Design console_writer, sky130hd; sources not shown.
**Signal wires by layer**

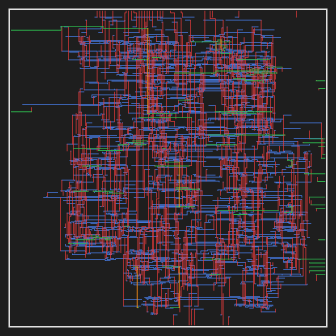
colour	layer	wire length
red	M2	5890 µm
orange	M4	77.5 µm
blue	M1	5590 µm
green	M3	534 µm
Routed wire per std cell: 17.0 µm
Final Routed Wirelength: 12100 µm
GRT Total Usage: 19.6%
Vias: 4337

**Clock wires, drivers and flops**

Scale bar: 20 µm.
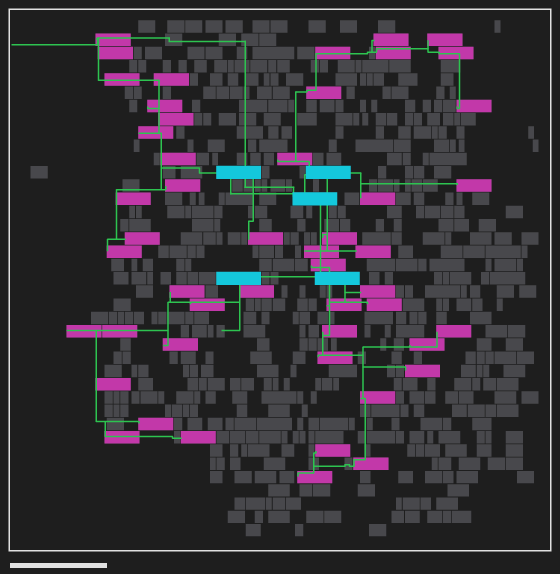
[cyan] clock-net drivers | count: 5
[magenta] flip-flops | count: 49
[green] clock wires | length: 652 µm
routed clock nets	6
clock skew: 0.00797 ns
power share of the clock group: 23.5%
Power Clock: 0.199 mW

**The metal 2 layer**

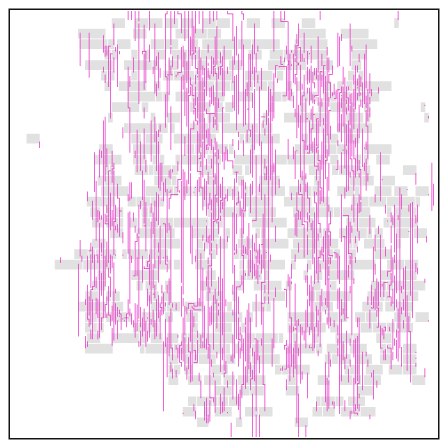
longest straight run	51.0 µm
share of all routed wire	49%
wire length on this layer	5890 µm
main direction	vertical
nets with wire on the layer	537
GR Util met2: 32.2%

**Track usage over the die**

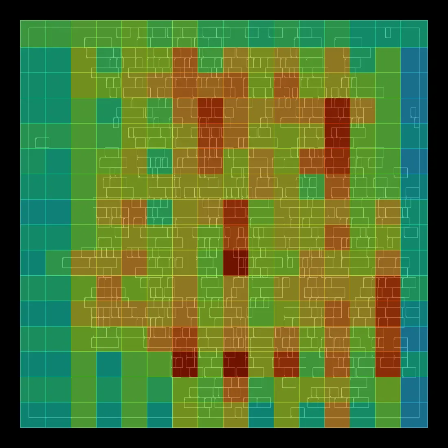
gr busiest metal: met2
final core occ: 45.1%

==> flow_metrics.env <==
# flow metrics
export IMPL_postCtsSetupBuffers=0
export IMPL_ant_nets=0
export IMPL_edf_count=0
export IMPL_internal_power_mw=0.495
export IMPL_p_leak_nw=2.10
export IMPL_die_h_um=111
export IMPL_synth_top_area_share_pct=21.5
export IMPL_critPathTopFamily="AND-OR/OR-AND gates"
export IMPL_final_common_cell="nand2_1"
export IMPL_crit_buf_inv=1
export IMPL_period_minus_slack_ns=4.43
export IMPL_reg2reg_depth=15
export IMPL_grt_pass1_vias=4057
export IMPL_antenna_found_initial=0
export IMPL_p_comb_mw=0.352
export IMPL_grt_first_pass_wirelength_um=20500
export IMPL_top_cells_by_count="60 x nand2_1, 49 x dfxtp_1, 44 x nor3_1"
export IMPL_p_comb_share_pct=41.4
export IMPL_grt_max_degree=55
export IMPL_post_synth_ao_oa_area_fraction_pct=24.5
export IMPL_required_ns=8.16
export IMPL_fp_row_count=39
export IMPL_yosysTopAreaCell="dfxtp_1"
export IMPL_synth_cellmix_simpleShare_pct=27.8
export IMPL_rrSetupSlack_ns=3.86
export IMPL_switching_share_pct=41.7
export IMPL_max_freq_mhz=225
export IMPL_cts_tree="yes"
export IMPL_finalMaxSlewViolations=0
export IMPL_power_density_nw_per_um2=167
export IMPL_top_layer="met4"
export IMPL_drt_met1_wl_um=5590
export IMPL_slew_limit_headroom_pct=27.2
export IMPL_chipArea_um2=12300
export IMPL_largest_reg_flops=13
export IMPL_ys_cells=562
export IMPL_wl_met3_um=533
export IMPL_path_cells="clkdlybuf4s50_1, o21bai_1, o21bai_2, o311ai_2, and3_1, a41o_1"
export IMPL_drc=0
export IMPL_outcome="finished, final reports clean"
export IMPL_ys_sh_mux_pct=0.658
export IMPL_io_buffers=47
export IMPL_netlist_area_um2=4560
## layout make-up
class / instances / area, µm²
Clock buffer: 5 / 125
Inverter: 30 / 113
Tap cell: 143 / 179
Multi-Input combinational cell: 435 / 3200
Fill cell: 1116 / 6190
Clock inverter: 1 / 5.00
Sequential cell: 49 / 981
Timing Repair Buffer: 49 / 480
## through the flow
step | utilization (%) | hold WS [ns] | instance area, µm² | std cells
6_report | 45.1 | 0.468 | 5080 | 712
5_1_grt | 45.1 | 0.497 | 5080 | 712
4_1_cts | 45.1 | 0.475 | 5080 | 712
3_5_place_dp | 44.0 | 0.463 | 4950 | 706
3_3_place_gp | 44.0 | 0.456 | 4950 | 706
2_1_floorplan | - | 0.472 | 4570 | 564
Power is estimated from default activity; no workload was simulated.
